Design br_lite_local_injector_flat, sky130hd; sources not shown.
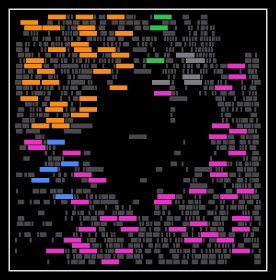
*Sequential cells grouped by signal name, run 1*
Scale: 2 px per um.
| color | signal | sequential cells |
|---|---|---|
| magenta | `u_core.bus.br_flit_o` | 39 |
| orange | `u_core.bus.inj_cnt_o` | 32 |
| green | `u_core.state_q` | 3 |
| blue | `u_core.id_q` | 5 |
total area of sequential cells: 2100 sq um
power dissipated in sequential cells: 0.00133 W
register share of the cell area: 0.274

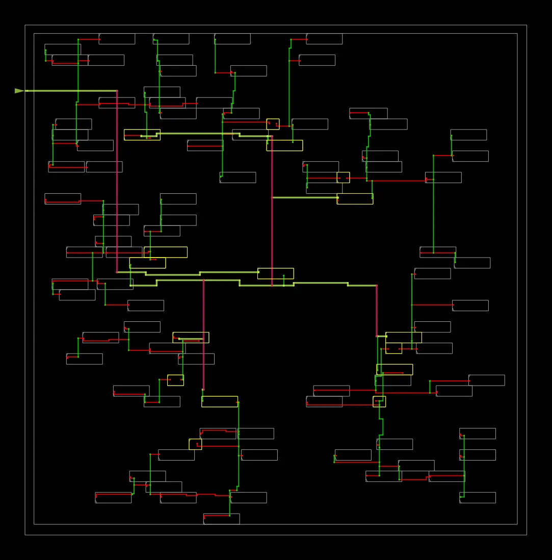
*Clock wiring as the flow saved it, run 1*
count of clock-net buffers in the final layout: 9
power drawn by the clock network: 0.000890 W
Clock Sinks: 84
Skew-Pair Late Insertion Delay: 0.35 ns
registers: 84

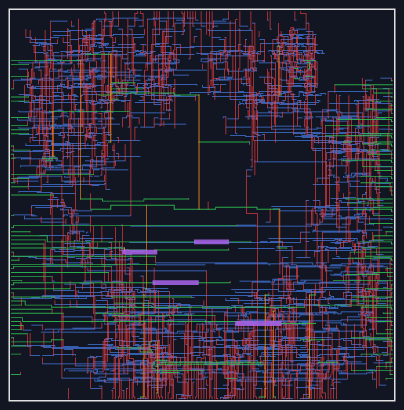
*Routed metal, one color a layer, run 1*
Scale: 3 px per um.
| color | layer | wire length |
|---|---|---|
| green | metal 3 | 1950 um |
| blue | metal 1 | 7420 um |
| red | metal 2 | 7420 um |
| purple | metal 5 | 47.8 um |
| orange | metal 4 | 336 um |
wire per inst: 15.6 um
via total after detailed routing: 5267
Total Routed Length: 17.2 mm
GRT Total Usage: 0.203

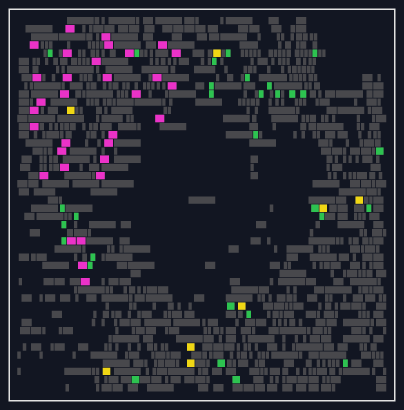
*Logic cells by family, run 1*
Scale: 3 px per um.
| color | family | cells |
|---|---|---|
| magenta | XOR/XNOR gates | 32 |
| yellow | AND-OR and OR-AND gates | 8 |
| green | inverting AOI/OAI gates | 30 |
most frequent logic cell in the layout: sky130_fd_sc_hd__nand2_1
multi-input gate share of the layout cell area: 0.332

==> impl_metrics.toml, run 1 <==
# implementation run metrics
[run_status]
result_of_the_run = "complete, no violations"

[sta]
count_of_endpoints_failing_setup_in_the_final_report = 0
hold_viol = 0
report.final.slew_viol_count = 0
finalCritPeriodShare = 0.698
max_clock_freq_mhz = 358
tns_setup_ns = 0
timing_worst_slew_pin_value_ns = 0.801
grt_setup_unrepaired = "false"
relSlewSlack = 0.466
finalClockSkew_ns = 0.00769
post-route-min-period_ns = 2.79

[floorplan]
floorplan.die.width_um = 128
design.die.area_sq_um = 16600
rows = 46
initial_core_util = 0.325
floorplan.core_area_sq_um = 15400
dieHeight_um = 130
io_pins = 321

[yosys]
aoi_share = 0.0455
post-synth-top-area-cell = "sky130_fd_sc_hd__dfrtp_1"
synth-main-ff-cell = "sky130_fd_sc_hd__dfrtp_1"
most_frequently_used_cell_type_in_the_post_synthesis_netlist = "sky130_fd_sc_hd__nand2_1"
synthesis.yosys.warnings = 0
netlist_logic_family_top = "simple AND/OR/NAND/NOR gates"
async_flop_share = 1.00
postSynthRegisterBits = 84
synth.avg_cell_area_sq_um = 7.27
yosys-top-cells-area = "sky130_fd_sc_hd__dfrtp_1, sky130_fd_sc_hd__nand2_1, sky130_fd_sc_hd__nand4_1, sky130_fd_sc_hd__xor2_1, sky130_fd_sc_hd__inv_1"
yosysUniqueCellTypes = 36
top_area_contributor_share = 0.410
netlist_area_sq_um = 5010
ys_chip_area_sq_um = 5010
simple_gate_share = 0.390
postSynthCellCount = 689
synth.cells.most_frequent = "sky130_fd_sc_hd__nand2_1, sky130_fd_sc_hd__dfrtp_1, sky130_fd_sc_hd__inv_1, sky130_fd_sc_hd__nand4_1, sky130_fd_sc_hd__nor2_1"
ys_cells = 689
ys_seq_frac = 0.420
xor_xnor_area_share = 0.0560
synth-adder-area-share = 0.00500
muxShareOfSynthArea = 0
enable_flop_cells = 0

[worst_setup_path]
critPathArrivalTime_ns = 2.19
worstSetupEndpointType = "output port"
cp.required_ns = 3.40
worst-path-max-fanout = 35
worst_path_dominant_cell_family = "buffers and inverters"
criticalPathCategory = "reg2out"
critPathBufInv = 3
crit_path_top_delay_cell = "sky130_fd_sc_hd__clkdlybuf4s50_1"
rr_worst_depth = 9
worst_setup_start_kind = "flop"
timing.reg2reg.setup_slack_ns = 2.01
crit_path_cell_trace = "nor2_2, buf_4, inv_1, nor2_1, clkdlybuf4s50_1"
worst-path-stages = 5
slowest_delay_ns = 0.68

[pwr]
intPower_w = 0.00257
power.ir.vdd_worst_mv = 0.233
power.sequential.fraction = 0.284
power_density_nw_per_um2 = 611
power.switching_w = 0.00212
power_combinational_w = 0.00247
p_total_w = 0.00469
static-leakage-power_nw = 3.58
power.group.top = "combinational logic"
swShare = 0.451
comb_power_share = 0.526
power_frac_clock = 0.190

[placed_design]
detailed_place_hpwl_mm = 13.2
globalplace.congestion = 0.881
buffer_ports.inserted = 220

[cells_and_area]
count_of_filler_cells_inserted_in_the_layout = 1517
num-nets-final = 1131
final-comb-area_sq_um = 2550
largest_register_ffs = 39
drive_above_1_share = 0.0585
areaGrowthSynthToFinish_pct = 53.3
most_instantiated_logic_cells_after_routing = "sky130_fd_sc_hd__nand2_1, sky130_fd_sc_hd__clkdlybuf4s50_1, sky130_fd_sc_hd__dfrtp_1, sky130_fd_sc_hd__inv_1, sky130_fd_sc_hd__nand4_1"

[clocking]
tritoncts.num_buffers = 9
clkSlewWorstSetupHoldPaths_ns = 0.07
clock-root-buffer = "sky130_fd_sc_hd__clkbuf_16"
cts_tree = "yes"
clk_path_buf_depth = 2
cts_htree_levels = 3

[drt]
route.detailed.vias_per_inst = 4.78
drtPass1Iterations = 5
drt_iter0_markers = 354
ant_nets = 0
drcViolationCount = 0

[job]
max_cap_violations = 0
number_of_warnings_the_tools_reported = 110

[global_route]
grt_max_degree = 45
vias_in_the_first_global_route = 4789
antenna_found_initial = 9
overflow = 0
grt_pass1_wl_mm = 25.7

[hold_path]
holdCritPathClass = "reg2reg"
worst_hold_path.num_cells = 1
[run 1: final cells by class]
class	instances	share of cell area
repair buffers	225	0.293
clock inverters	7	0.0114
well taps	192	0.0313
clock buffers	9	0.0293
multi-input cells	528	0.332
flip-flops and latches	84	0.274
inverters	53	0.0266
diodes	5	0.00163
[run 1: per-layer routing]
metal,vias up,part of all wire,global-route usage
li1,2591,-,-
met1,2426,0.43,0.259
met2,207,0.43,0.308
met3,35,0.11,0.0964
met4,8,0.020,0.0569
met5,-,0.0027,0
[run 1: through the flow]
stage	area [sq um]	hold slack, ns	instances	worst slack, ns	util
final	7680	0.467	1103	1.21	0.498
after global routing	7660	0.476	1098	1.06	0.497
after CTS	7660	0.471	1098	1.18	0.497
after detailed placement	7350	0.459	1082	1.57	0.477
after global placement	7350	0.456	1082	1.59	0.477
after floorplan	5060	0.442	704	1.24	-
[run 1: cells by family (layout without fill, tap and decap cells)]
group,count (synthesis),after routing
simple gates,440,440
xor+xnor,32,32
fa+ha+maj,2,2
other cells,1,21
compound gates,38,38
flops,84,84
buf+inv,92,294
[run 1: worst reg2reg max path: stages (launching register included)]
cell and delay (ns):
sky130_fd_sc_hd__dfrtp_1 0.44, sky130_fd_sc_hd__inv_1 0.10, sky130_fd_sc_hd__nand2_1 0.10, sky130_fd_sc_hd__inv_2 0.50
sky130_fd_sc_hd__nand2_1 0.17, sky130_fd_sc_hd__nand4_1 0.19, sky130_fd_sc_hd__nand3_1 0.12, sky130_fd_sc_hd__o21ai_0 0.11
sky130_fd_sc_hd__nand4_1 0.11, sky130_fd_sc_hd__nand2_1 0.08
### Nets reached from selected ports, run 1

Scale: 4 px per um.
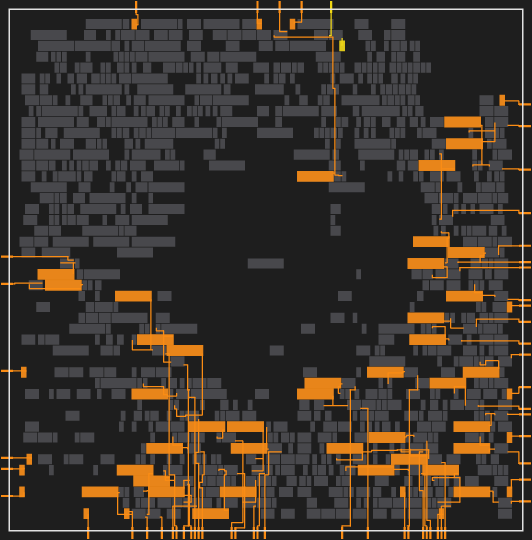

==> run 2, diff against run 1 <==
--- a/config.mk
+++ b/config.mk
@@ -7,10 +7,10 @@
 export LEC_CHECK = 0
 export ABC_AREA = 1
 export CAP_MARGIN = 30
-export CORE_AREA = 2 2 126 128
+export CORE_AREA = 2 2 125 127
 export DETAILED_ROUTE_END_ITERATION = 12
-export DIE_AREA = 0 0 128 130
-export PLACE_DENSITY = 0.8
+export DIE_AREA = 0 0 127 129
+export PLACE_DENSITY = 0.84
 export SKIP_CTS_REPAIR_TIMING = 1
 export SLEW_MARGIN = 5
 export SYNTH_ARGS = -nofsm -noshare
==> constraint.sdc (replaced) <==
create_clock -name clk_i -period 2.4 [get_ports clk_i]
set_input_delay 0.36 -clock clk_i [delete_from_list [all_inputs] [get_ports clk_i]]
set_output_delay 0.36 -clock clk_i [all_outputs]
set_load 0.03 [all_outputs]
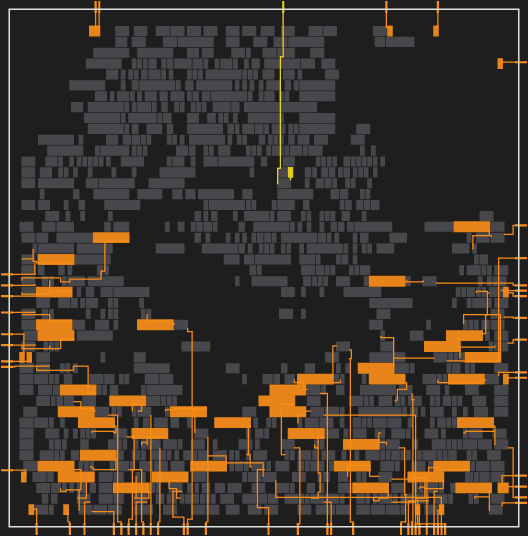
*Nets reached from selected ports, run 2*
Scale: 4 px per um.
| color | port | direction | end cells | wire |
|---|---|---|---|---|
| orange | `bus_br_flit_o` | output | 55 | 1310 um |
| yellow | `bus_local_busy_i` | input | 1 | 46.8 um |
input/output buffers: 220
I/O pins: 321

==> impl_metrics.toml, run 2 <==
# implementation run metrics
[floorplan]
floorplan.core_area_sq_um = 15000
rows = 45
floorplan.die.width_um = 127
design.die.area_sq_um = 16400
initial_core_util = 0.334

[cells_and_area]
layout.cells.non_filler = 1100
num-nets-final = 1135
mostFrequentLayoutCell = "sky130_fd_sc_hd__nand2_1"
areaGrowthSynthToFinish_pct = 54.5
fin_area_sq_um = 7740
most_instantiated_logic_cells_after_routing = "sky130_fd_sc_hd__nand2_1, sky130_fd_sc_hd__clkdlybuf4s50_1, sky130_fd_sc_hd__dfrtp_1, sky130_fd_sc_hd__inv_1, sky130_fd_sc_hd__nand4_1"
count_of_filler_cells_inserted_in_the_layout = 1394

[sta]
timing_worst_slew_pin_value_ns = 0.821
relSlewSlack = 0.452
post-route-min-period_ns = 2.11
finalCritPeriodShare = 0.881
max_clock_freq_mhz = 473
finalClockSkew_ns = 0.00829
grt_setup_unrepaired = "false"
hold_viol = 0

[placed_design]
globalplace.congestion = 0.912
placed_cells_incl_taps = 1082
dpl_cell_area_sq_um = 7410
detailed_place_hpwl_mm = 12.8
dpl_worst_slack_ns = 0.341

[yosys]
postSynthRegisterBits = 84
aoi_share = 0.0455
netlist_logic_family_top = "simple AND/OR/NAND/NOR gates"
synth.avg_cell_area_sq_um = 7.27
synth.cells.most_frequent = "sky130_fd_sc_hd__nand2_1, sky130_fd_sc_hd__dfrtp_1, sky130_fd_sc_hd__inv_1, sky130_fd_sc_hd__nand4_1, sky130_fd_sc_hd__nor2_1"
synthesis.yosys.warnings = 0
async_flop_share = 1.00
synth-adder-area-share = 0.00500
xor_xnor_area_share = 0.0560
most_frequently_used_cell_type_in_the_post_synthesis_netlist = "sky130_fd_sc_hd__nand2_1"
simple_gate_share = 0.390
post-synth-top-area-cell = "sky130_fd_sc_hd__dfrtp_1"
synth-main-ff-cell = "sky130_fd_sc_hd__dfrtp_1"
postSynthCellCount = 689
yosysUniqueCellTypes = 36
ys_seq_frac = 0.420
muxShareOfSynthArea = 0
netlist_area_sq_um = 5010

[clocking]
clock-root-buffer = "sky130_fd_sc_hd__clkbuf_16"
clock_insertion_delay_worst_skew_ns = 0.34
cts_htree_levels = 3
cts.sinks = 84
cts_tree = "yes"
clk_path_buf_depth = 2

[worst_setup_path]
rr_worst_depth = 11
critPathArrivalTime_ns = 1.75
worstSetupEndpointType = "output port"
cp.required_ns = 2.04
timing.reg2reg.setup_slack_ns = 0.59
worst_setup_start_kind = "flop"
worst-path-max-fanout = 4

[pwr]
power.ir.vdd_worst_mv = 0.640
static-leakage-power_nw = 3.68
power_density_nw_per_um2 = 1030

[drt]
drt-wirelength-per-cell_um = 15.4
drcViolationCount = 0
drt_iter0_markers = 357
drtPass1Iterations = 5
wirelength_mm = 17.0

[job]
number_of_warnings_the_tools_reported = 110
max_cap_violations = 0

[global_route]
grt_max_degree = 85
grt_pass1_wl_mm = 26.2
track_usage = 0.207
vias_in_the_first_global_route = 4891

[run_status]
result_of_the_run = "complete, no violations"

[hold_path]
holdCritPathClass = "reg2reg"
worst_hold_path.num_cells = 2
[run 2: cell counts after synthesis]
No cell type changed its count.
[run 2: layout make-up]
class,count,area (sq um),area share
antenna,2,5.00,0.000647
multi-input combinational,528,2550,0.330
clock inverter,6,86.3,0.0112
sequential,84,2100,0.272
clock buffer,10,229,0.0296
inverter,53,206,0.0267
timing repair buffer,229,2310,0.299
tap,188,235,0.0304
[run 2: per-stage QoR]
stage | hold slack, ns | setup TNS (ns) | total power [W]
finish | 0.470 | 0 | 0.00793
global route | 0.494 | 0 | 0.00847
CTS | 0.473 | -0.0760 | 0.00797
detailed placement | 0.458 | 0 | 0.00645
global placement | 0.457 | 0 | 0.00638
floorplan | 0.442 | 0 | 0.00480
[run 2: worst max-delay path: stages, from the launching register on]
cell and delay, ns:
sky130_fd_sc_hd__dfrtp_1 0.35, sky130_fd_sc_hd__buf_4 0.15, sky130_fd_sc_hd__nand3_4 0.13, sky130_fd_sc_hd__clkinv_2 0.12
sky130_fd_sc_hd__clkdlybuf4s50_1 0.67
[run 2: metal layers]
metal / global-route usage / wire length [um]
met5: 0 / 13
met4: 0.0892 / 571
met3: 0.0536 / 1480
met1: 0.289 / 7500
met2: 0.303 / 7420
[run 2: kinds of logic after synthesis]
| group | count (synthesis) |
|---|---|
| adder cells (fa/ha/maj) | 2 |
| flip-flops | 84 |
| other | 1 |
| XOR/XNOR | 32 |
| AND/OR/NAND/NOR | 440 |
| buffers and inverters | 92 |
| AND-OR/OR-AND | 38 |
[run 2: power by group]
group / leakage [nW] / switching [W] / internal (W)
sequential: 1.04 / 0.000336 / 0.00190
combinational: 2.49 / 0.00257 / 0.00162
clock: 0.153 / 0.000595 / 0.000913
total: 3.68 / 0.00350 / 0.00443
Power figures rest on the tool's default switching activity, not on a simulated workload.
